$ cat config.mk
export PLATFORM = sky130hd
export DESIGN_NAME = bridge_split_flat
export DESIGN_NICKNAME = d
export VERILOG_FILES = /design/src/rtl/bridge_split_pkg.sv /design/src/rtl/bridge_split_if.sv /design/src/rtl/bridge_split_pick.sv /design/src/rtl/bridge_split.sv /design/src/flat_wrapper.sv
export SDC_FILE = /design/constraint.sdc
export NUM_CORES = 1
export LEC_CHECK = 0
export CORE_UTILIZATION = 35
export CTS_CLUSTER_DIAMETER = 120
export CTS_CLUSTER_SIZE = 24
export DETAILED_ROUTE_END_ITERATION = 16
export SLEW_MARGIN = 25
export SYNTH_ARGS = -nofsm -noshare
export SYNTH_HDL_FRONTEND = slang
export SYNTH_HIERARCHICAL = 1
export SYNTH_SLANG_ARGS = --single-unit
$ cat constraint.sdc
create_clock -name clk -period 19.33 [get_ports clk]
set_input_delay 2.8995 -clock clk [delete_from_list [all_inputs] [get_ports clk]]
set_output_delay 2.8995 -clock clk [all_outputs]
set_load 0.01 [all_outputs]
$ cat src/rtl/bridge_split_pkg.sv
// Shared definitions for the element-combining and width-splitting bridges:
// the handshake state and the emission-order mapping.
package bridge_pkg;

  typedef enum logic {Empty, Split} state_t;

  // Maps an emission position to a segment index. The mapping is its own
  // inverse, so it also maps a segment back to its emission position.
  function automatic int seg_of_pos(input int pos, input int n, input bit big_en);
    return big_en ? pos : (n - 1 - pos);
  endfunction

endpackage

$ cat src/rtl/bridge_split_if.sv
// Handshake bundle of bridge_split: wide words in, narrow slices out.
interface bridge_split_if #(
  parameter int DIN_W  = 32,
  parameter int DOUT_W = 8,
  parameter int DATA_W = 8
);
  logic                           vld_i;
  logic [DIN_W-1:0][DATA_W-1:0]   din;
  logic                           last_i;
  logic                           rdy_o;
  logic                           vld_o;
  logic [DOUT_W-1:0][DATA_W-1:0]  dout;
  logic                           last_o;
  logic                           rdy_i;

  modport slave  (input  vld_i, din, last_i, rdy_i,
                  output rdy_o, vld_o, dout, last_o);
  modport master (output vld_i, din, last_i, rdy_i,
                  input  rdy_o, vld_o, dout, last_o);
endinterface

$ cat src/rtl/bridge_split_pick.sv
// Order-aware priority selector over the pending-slice mask: first pending
// segment of a fresh mask, next pending segment after cur, and final flag.
module bridge_split_pick import bridge_pkg::*; #(
  parameter int SPLIT_N = 4,
  parameter int BIG_EN  = 1,
  parameter int IDX_W   = $clog2(SPLIT_N)
) (
  input  logic [SPLIT_N-1:0] cap_mask,
  input  logic [SPLIT_N-1:0] pend,
  input  logic [IDX_W-1:0]   cur,
  output logic [IDX_W-1:0]   first_idx,
  output logic [IDX_W-1:0]   next_idx,
  output logic               is_final
);

  int               cur_pos;
  logic [IDX_W-1:0] seg_v;

  // Walk positions from last to first so the earliest pending position wins.
  always_comb begin
    first_idx = '0;
    next_idx  = cur;
    is_final  = 1'b1;
    seg_v     = '0;
    cur_pos   = seg_of_pos(int'(cur), SPLIT_N, BIG_EN != 0);
    for (int p = SPLIT_N - 1; p >= 0; p--) begin
      seg_v = IDX_W'(seg_of_pos(p, SPLIT_N, BIG_EN != 0));
      if (cap_mask[seg_v]) first_idx = seg_v;
      if ((p > cur_pos) && pend[seg_v]) begin
        next_idx = seg_v;
        is_final = 1'b0;
      end
    end
  end

endmodule

$ cat src/rtl/bridge_split.sv
// Splits one DIN_W-element word into SPLIT_N DOUT_W-element slices.
// Define BRIDGE_SPLIT_ZSKIP_EN to drop all-zero slices.
module bridge_split import bridge_pkg::*; #(
  parameter int DIN_W   = 32,
  parameter int DOUT_W  = 8,
  parameter int DATA_W  = 8,
  parameter int SPLIT_N = DIN_W / DOUT_W,
  parameter int BIG_EN  = 1
) (
  input logic           clk,
  input logic           rst,
  bridge_split_if.slave bus
);

  localparam int IDX_W = $clog2(SPLIT_N);

  typedef logic [SPLIT_N-1:0][DOUT_W-1:0][DATA_W-1:0] word_t;

  state_t             state_q, state_d;
  word_t              word_q, din_w;
  logic               last_q;
  logic [SPLIT_N-1:0] pend_q, cap_mask;
  logic [IDX_W-1:0]   idx_q, first_idx, next_idx;
  logic               is_final, accept, capture, absorb, load;

  assign din_w = bus.din;

`ifdef BRIDGE_SPLIT_ZSKIP_EN
  localparam int TAIL_SEG = seg_of_pos(SPLIT_N - 1, SPLIT_N, BIG_EN != 0);
  localparam logic [SPLIT_N-1:0] TAIL_MASK = SPLIT_N'(1) << TAIL_SEG;

  logic [SPLIT_N-1:0] nz;

  // An all-zero final word still emits its tail slice to close the packet.
  always_comb begin
    nz = '0;
    for (int s = 0; s < SPLIT_N; s++) nz[s] = |din_w[s];
    cap_mask = nz | (((nz == '0) && bus.last_i) ? TAIL_MASK : '0);
  end
  assign absorb = (nz == '0) && !bus.last_i;
`else
  assign cap_mask = '1;
  assign absorb   = 1'b0;
`endif

  bridge_split_pick #(.SPLIT_N(SPLIT_N), .BIG_EN(BIG_EN), .IDX_W(IDX_W)) u_pick (
    .cap_mask  (cap_mask),
    .pend      (pend_q),
    .cur       (idx_q),
    .first_idx (first_idx),
    .next_idx  (next_idx),
    .is_final  (is_final)
  );

  assign capture = bus.rdy_o && bus.vld_i;
  assign load    = capture && !absorb;

  always_ff @(posedge clk or posedge rst) begin
    if (rst) state_q <= Empty;
    else     state_q <= state_d;
  end

  always_comb begin
    state_d = state_q;
    case (state_q)
      Empty:   if (load) state_d = Split;
      Split:   if (bus.rdy_i && is_final) state_d = load ? Split : Empty;
      default: state_d = Empty;
    endcase
  end

  always_comb begin
    accept     = (state_q == Empty) || (bus.rdy_i && is_final);
    bus.rdy_o  = accept && !rst;
    bus.vld_o  = (state_q == Split);
    bus.last_o = (state_q == Split) && last_q && is_final;
    bus.dout   = word_q[idx_q];
  end

  // Capture on load; otherwise retire the current slice and step to the next.
  always_ff @(posedge clk or posedge rst) begin
    if (rst) begin
      word_q <= '0;
      last_q <= 1'b0;
      pend_q <= '0;
      idx_q  <= '0;
    end else if (load) begin
      word_q <= din_w;
      last_q <= bus.last_i;
      pend_q <= cap_mask;
      idx_q  <= first_idx;
    end else if ((state_q == Split) && bus.rdy_i && !is_final) begin
      pend_q[idx_q] <= 1'b0;
      idx_q         <= next_idx;
    end
  end

endmodule
$ cat src/flat_wrapper.sv
// flat-port wrapper written by rule: the top's interface ports become plain ports
module bridge_split_flat import bridge_pkg::*;
#(
  parameter int DIN_W   = 32,
  parameter int DOUT_W  = 8,
  parameter int DATA_W  = 8,
  parameter int SPLIT_N = DIN_W / DOUT_W,
  parameter int BIG_EN  = 1
)
  (clk, rst, bus_vld_i, bus_din, bus_last_i, bus_rdy_i, bus_rdy_o, bus_vld_o, bus_dout, bus_last_o);
  bridge_split_if #(.DIN_W(DIN_W), .DOUT_W(DOUT_W), .DATA_W(DATA_W)) bus_i ();
  input logic clk;
  input logic rst;
  input wire logic [$bits(bus_i.vld_i)-1:0] bus_vld_i;
  input wire logic [$bits(bus_i.din)-1:0] bus_din;
  input wire logic [$bits(bus_i.last_i)-1:0] bus_last_i;
  input wire logic [$bits(bus_i.rdy_i)-1:0] bus_rdy_i;
  output wire logic [$bits(bus_i.rdy_o)-1:0] bus_rdy_o;
  output wire logic [$bits(bus_i.vld_o)-1:0] bus_vld_o;
  output wire logic [$bits(bus_i.dout)-1:0] bus_dout;
  output wire logic [$bits(bus_i.last_o)-1:0] bus_last_o;
  assign bus_i.vld_i = bus_vld_i;
  assign bus_i.din = bus_din;
  assign bus_i.last_i = bus_last_i;
  assign bus_i.rdy_i = bus_rdy_i;
  assign bus_rdy_o = bus_i.rdy_o;
  assign bus_vld_o = bus_i.vld_o;
  assign bus_dout = bus_i.dout;
  assign bus_last_o = bus_i.last_o;
  bridge_split #(.DIN_W(DIN_W), .DOUT_W(DOUT_W), .DATA_W(DATA_W), .SPLIT_N(SPLIT_N), .BIG_EN(BIG_EN)) u_core (.clk(clk), .rst(rst), .bus(bus_i));
endmodule
Figure 1. Wiring by layer (run 1).
Only two layers are drawn.
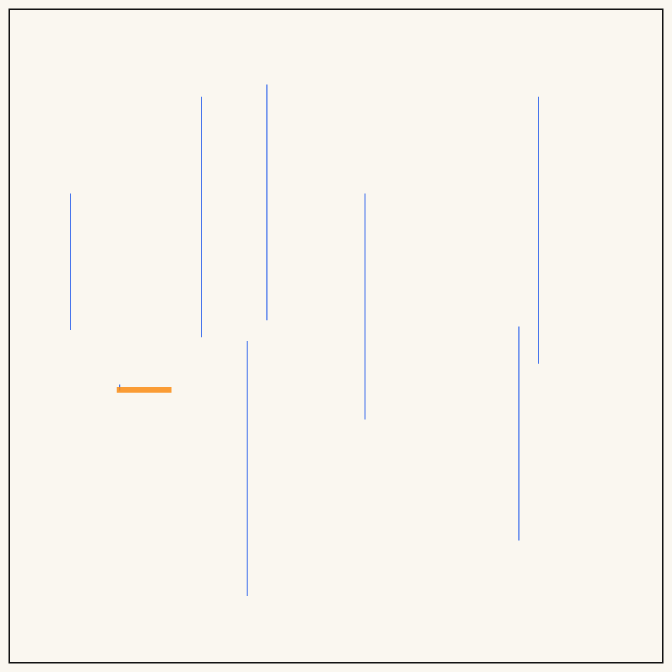
Orange shows metal 5, wire length 13.8 µm. Blue shows metal 4, wire length 442 µm.

Figure 2. Routing congestion (run 1).
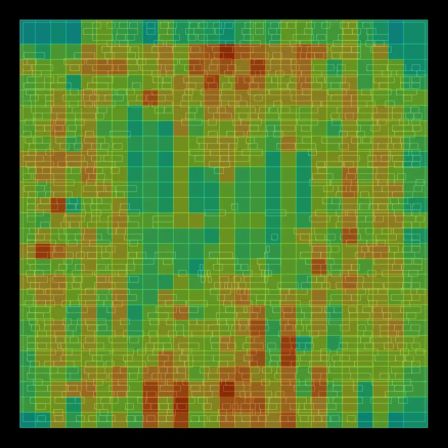
overall routing resource usage: 16.1%
most used routing layer: met2

Figure 3. Met3 routing (run 1).
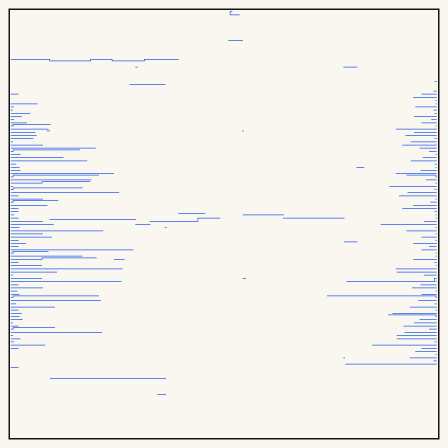
175 nets have wire on it. The layer carries 2190 µm of wire.

## run 1: power by group through the flow
stage / Combinational (mW) / Sequential (mW) / Clock, mW
floorplan: 0.721 / 0.928 / 0
detailed placement: 1.10 / 1.02 / 0
finish: 1.09 / 0.996 / 0.316
global route: 1.17 / 1.04 / 0.352
global placement: 1.09 / 1.01 / 0
CTS: 1.11 / 1.00 / 0.334
## run 1: layout make-up
class / instances / share of cell area [%]
flip-flops and latches: 263 / 42.5
multi-input cells: 357 / 29.6
repair buffers: 334 / 21.7
well taps: 442 / 3.57
clock buffers: 17 / 2.47
inverters: 4 / 0.145
diodes: 1 / 0.0162
## run 1: registers in the layout, summed over array words and instances, names as in the netlist
register and count:
u_core/word_q 256, u_core/pend_q 3, u_core/bus.vld_o 1, u_core/idx_q 2
u_core/last_q 1
## run 1: worst paths after layout
| kind | start | end | slack (ns) | cells past startpoint |
|---|---|---|---|---|
| worst max-delay path | rst | bus_rdy_o | 12.27 | 3 |
| worst min-delay path | u_core/word_q[230] | u_core/word_q[230] | 0.49 | 1 |
| worst max register to register | u_core/idx_q[0] | u_core/word_q[111] | 14.69 | 8 |
| worst min register to register | u_core/word_q[230] | u_core/word_q[230] | 0.49 | 1 |
| max in group asynchronous | rst | u_core/word_q[111] | 13.96 | 4 |
| min in group asynchronous | rst | u_core/word_q[180] | 3.09 | 2 |
## run 1: per-layer routing
metal / wire (µm) / part of all wire [%]
met4: 442 / 1.6
met3: 2190 / 8.2
met2: 13000 / 48
met1: 11300 / 42
met5: 13 / 0.048
## run 1: per-stage QoR
stage | hold slack, ns | cell area (µm²) | total power [mW] | setup WS [ns] | util, %
floorplan | 0.452 | 11500 | 1.65 | 9.19 | -
global placement | 0.463 | 15100 | 2.10 | 12.26 | 46.5
detailed placement | 0.471 | 15100 | 2.12 | 12.26 | 46.5
CTS | 0.493 | 15500 | 2.45 | 12.26 | 47.6
global route | 0.510 | 15500 | 2.56 | 12.23 | 47.7
finish | 0.491 | 15500 | 2.40 | 12.27 | 47.7
## run 1: layout by cell type, fill, tap and decap left out, drive strengths merged
cell           instances
clkdlybuf4s50        327
dfrtp                263
mux2                 261
mux4                  64
clkbuf                17
conb                   8
buf                    7
nor2                   4
inv                    4
a21o                   3
a21oi                  3
or3b                   2
nor3b                  2
nor2b                  2
diode                  1
a21boi                 1
and3                   1
or2                    1
nand4                  1
nand3b                 1
nor3                   1
o22a                   1
o21ai                  1
## run 1: worst max-delay path: cells and delay by family
kind / cells / cell delay, ns
buffers and inverters: 2 / 1.10
and+or+nand+nor: 1 / 0.16
==> reports/results.ini, run 1 <==
[timing]
slew_headroom_pct = 36.3
setup_viol = 0
fin_crit_sh_pct = 36.5
hold_violations = 0
tightest_slew_ns = 0.956
tns_ns = 0
grt_setup_unrepaired = no
skew_ns = 0.0125
timing.final.max_slew_violations = 0
period_needed_ns = 7.06
fmax_ghz = 0.142

[clock_tree]
hold_buffers = 0
cts.clk_slew.worst_paths_ns = 0.10
cts_root_buffer = clkbuf_16
cts.sinks = 263
cts_tree = done
numCtsBuffers = 14
htree_levels = 1
insertion_delay_ns = 0.49
cts_setup_buffers = 0
postCtsResizedCells = 0
cts_max_path_buffers = 3

[power]
p_leak_nw = 6.14
p_clk_share_pct = 13.2
p_sw_share_pct = 29.6
p_switching_uw = 712
power_density_nw_per_um2 = 155
power_frac_seq_pct = 41.4
combPwrFrac_pct = 45.4
p_int_mw = 1.69
peakVddDrop_uv = 81.6

[cells_and_area]
final_nets = 1235
drive_above_1_share_pct = 31.7
register_area_um2 = 6590
fillCellCount = 2885
finalNonFillerCells = 1418
area_delta_synth_final_pct = 34.7
logic_area_um2 = 4580

[worst_hold_path]
hold_class = flop to flop

[yosys]
synth_area_um2 = 11500
synth_cells = 662
syn_avg_cell_area_um2 = 17.4
synth_warnings = 6

[global_routing]
grt_util_met2_pct = 26.7
antenna_found_initial = 2
met1_usage_pct = 20.6
overflow = 0
grt_util_met3_pct = 5.46
grt_pass1_vias = 7465
grt_pass1_wl_um = 42300
grt_max_degree = 190

[routing]
drt-vias-per-instance = 4.75
routedWlPerCell_um = 19.0
drtAntennaViolNets = 0
drt_pass1_iterations = 4
drt_iter0_drc = 211
vias = 6733
drc = 0
wirelength_um = 26900

[floorplanning]
num_rows = 66
chip_area_um2 = 33600
initial_utilization_pct = 35.4
die_h_um = 183
io_pins = 328
core_um2 = 32500
die_x_um = 183

[worst_setup_path]
end_kind = primary output
path_cells = clkdlybuf4s50_1 > nor2_1 > clkdlybuf4s50_1
critical_path.max_fanout = 3
slowest_delay_ns = 0.56
crit_slowest_cell = clkdlybuf4s50_1
start_kind = primary input
worstPathRequired_ns = 16.43
cp_common_cell = clkdlybuf4s50_1
crit_type = primary input to primary output
crit_arrival_ns = 4.16

[place]
dp_hpwl_um = 18200
portBuffers = 327
place_inst = 1399
gp_congestion = 0.736

[run]
warnings = 30
drv_cap = 0

[outcome]
status = finished clean

## Run 2: what changed since run 1
- clock period: 19.33 -> 6.8 ns (I/O delays scaled with it)
Figure 4. Routing congestion (run 2).
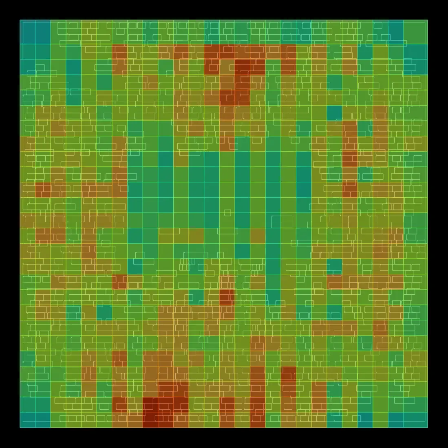
routed len/inst: 19.1 µm
final core utilization: 47.7%

==> run 2 against run 1 <==
  * Cell count about the same
  * Hold slack got worse by 0.0031 ns
  * Largest cell class unchanged
  * Synthesized area unchanged
==> reports/results.ini, run 2 <==
[outcome]
status = finished clean

[timing]
tns_ns = 0  ; unchanged
fin_crit_sh_pct = 63.6
fmax_ghz = 0.231
tightest_slew_ns = 0.941  ; -0.0154 ns
skew_ns = 0.0187  ; +0.00614 ns
grt_setup_unrepaired = no
hold_slack_ns = 0.488  ; -0.00313 ns
timing.final.max_slew_violations = 0  ; unchanged
slew_headroom_pct = 37.3  ; +1.0 points
hold_violations = 0  ; unchanged
period_needed_ns = 4.33

[clock_tree]
postCtsResizedCells = 0  ; unchanged
htree_levels = 1  ; unchanged
cts_max_path_buffers = 3  ; unchanged
numCtsBuffers = 14  ; unchanged
insertion_delay_ns = 0.50  ; about the same
cts_setup_buffers = 0  ; unchanged
cts_root_buffer = clkbuf_16

[floorplanning]
num_rows = 66  ; unchanged
core_um2 = 32500  ; unchanged
initial_utilization_pct = 35.4  ; unchanged
chip_area_um2 = 33600  ; unchanged
die_x_um = 183  ; unchanged

[worst_setup_path]
crit_type = flop to primary output
start_kind = flop
slowest_delay_ns = 0.88  ; +0.32 ns
path_cells = buf_4 > inv_1 > a21oi_2 > o22a_1 > a21boi_2 > nor2_1 > clkdlybuf4s50_1
worstPathRequired_ns = 5.78  ; -10.65 ns
crit_family = buffers and inverters
end_kind = primary output
crit_arrival_ns = 3.31  ; -0.85 ns

[routing]
drc = 0  ; unchanged
drt_pass1_iterations = 4  ; unchanged
wl_met1_um = 11600  ; +3.2%
dr_wl_met3_um = 2010  ; -8.1%
dr_wl_met2_um = 12800  ; -1.1%
drtAntennaViolNets = 0  ; unchanged
highest_layer = met4
drt-vias-per-instance = 4.77  ; +0.43%
vias = 6757  ; +0.36%
drt_iter0_drc = 295  ; +40%

[cells_and_area]
drive_above_1_share_pct = 31.7  ; unchanged
reg_top3 = u_core/word_q: 256 flops, u_core/pend_q: 3 flops, u_core/idx_q: 2 flops
lay_top_cells = clkdlybuf4s50_1 (327), dfrtp_1 (261), mux2_2 (213)
largest_register_ffs = 256  ; unchanged
final_nets = 1235  ; unchanged
regMostFlops = u_core/word_q
mostFrequentLayoutCell = clkdlybuf4s50_1
diodes = 0  ; -1

[place]
portBuffers = 327  ; unchanged
dp_hpwl_um = 18300  ; +0.80%

[power]
power_density_nw_per_um2 = 441  ; +180%
p_leak_nw = 6.13  ; about the same

[worst_hold_path]
hold_class = flop to flop

[run]
drv_cap = 0  ; unchanged
warnings = 32  ; +6.7%

[yosys]
synth_area_um2 = 11500  ; unchanged
synth_warnings = 6  ; unchanged
synth_cells = 662  ; unchanged
syn_avg_cell_area_um2 = 17.4  ; unchanged

[global_routing]
antenna_found_initial = 0  ; -2
grt.total_usage_pct = 16.2  ; +0.11 points
overflow = 0  ; unchanged
grt_max_degree = 161  ; -15%

Figure 5. Sequential cells coloured by netlist name (run 2).
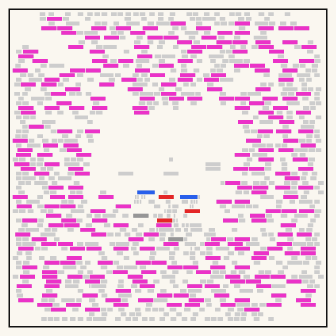
Blue shows u_core/idx_q, placed flops 2. Magenta shows u_core/word_q, placed flops 256, where all over the die. Red shows u_core/pend_q, placed flops 3.
Another 2 sequential cells are not coloured.

-- run 2: through the flow --
step	worst slack [ns]	area, µm²	utilization, %	cells
floorplan	2.31	11500	-	669
detailed placement	2.91	15100	46.5	1400
finish	2.47	15500	47.7	1417
CTS	2.33	15500	47.7	1417
global placement	2.94	15100	46.5	1400
global route	2.20	15500	47.7	1417
-- run 2: routing by layer --
layer	vias up	track usage, %
met5	-	0
met4	0	3.67
met2	197	26.7
met3	21	4.71
li1	3066	-
met1	3473	21.2
-- run 2: power by group --
part           internal, mW  switching [mW]
clock network         0.400           0.499
logic                  2.05            1.01
registers              2.36           0.511
total                  4.81            2.02
-- run 2: worst register-to-register path: cells and delay by family, from the launching register on --
kind / cells / cell delay [ns]
AOI/OAI and AO/OA: 3 / 0.50
and+or+nand+nor: 1 / 0.30
muxes: 1 / 0.62
DFF: 1 / 0.88
buffers and inverters: 3 / 1.39
-- run 2: area by class of cell --
class	count	area, µm²
Clock buffer	17	383
Fill cell	2860	17000
Inverter	4	18.8
Multi-Input combinational cell	357	4580
Sequential cell	263	6590
Tap cell	442	553
Timing Repair Buffer	334	3370
-- run 2: final timing paths --
path	start	slack, ns	endpoint	depth (start not counted)
max	u_core/idx_q[1]	2.47	bus_rdy_o	7
max reg2reg	u_core/idx_q[1]	2.99	u_core/word_q[94]	8
min reg2reg	u_core/word_q[227]	0.49	u_core/word_q[227]	1
min in group asynchronous	rst	1.19	u_core/idx_q[1]	3
min	u_core/word_q[227]	0.49	u_core/word_q[227]	1
max in group asynchronous	rst	4.98	u_core/word_q[205]	3
Power figures rest on the tool's default switching activity, not on a simulated workload.
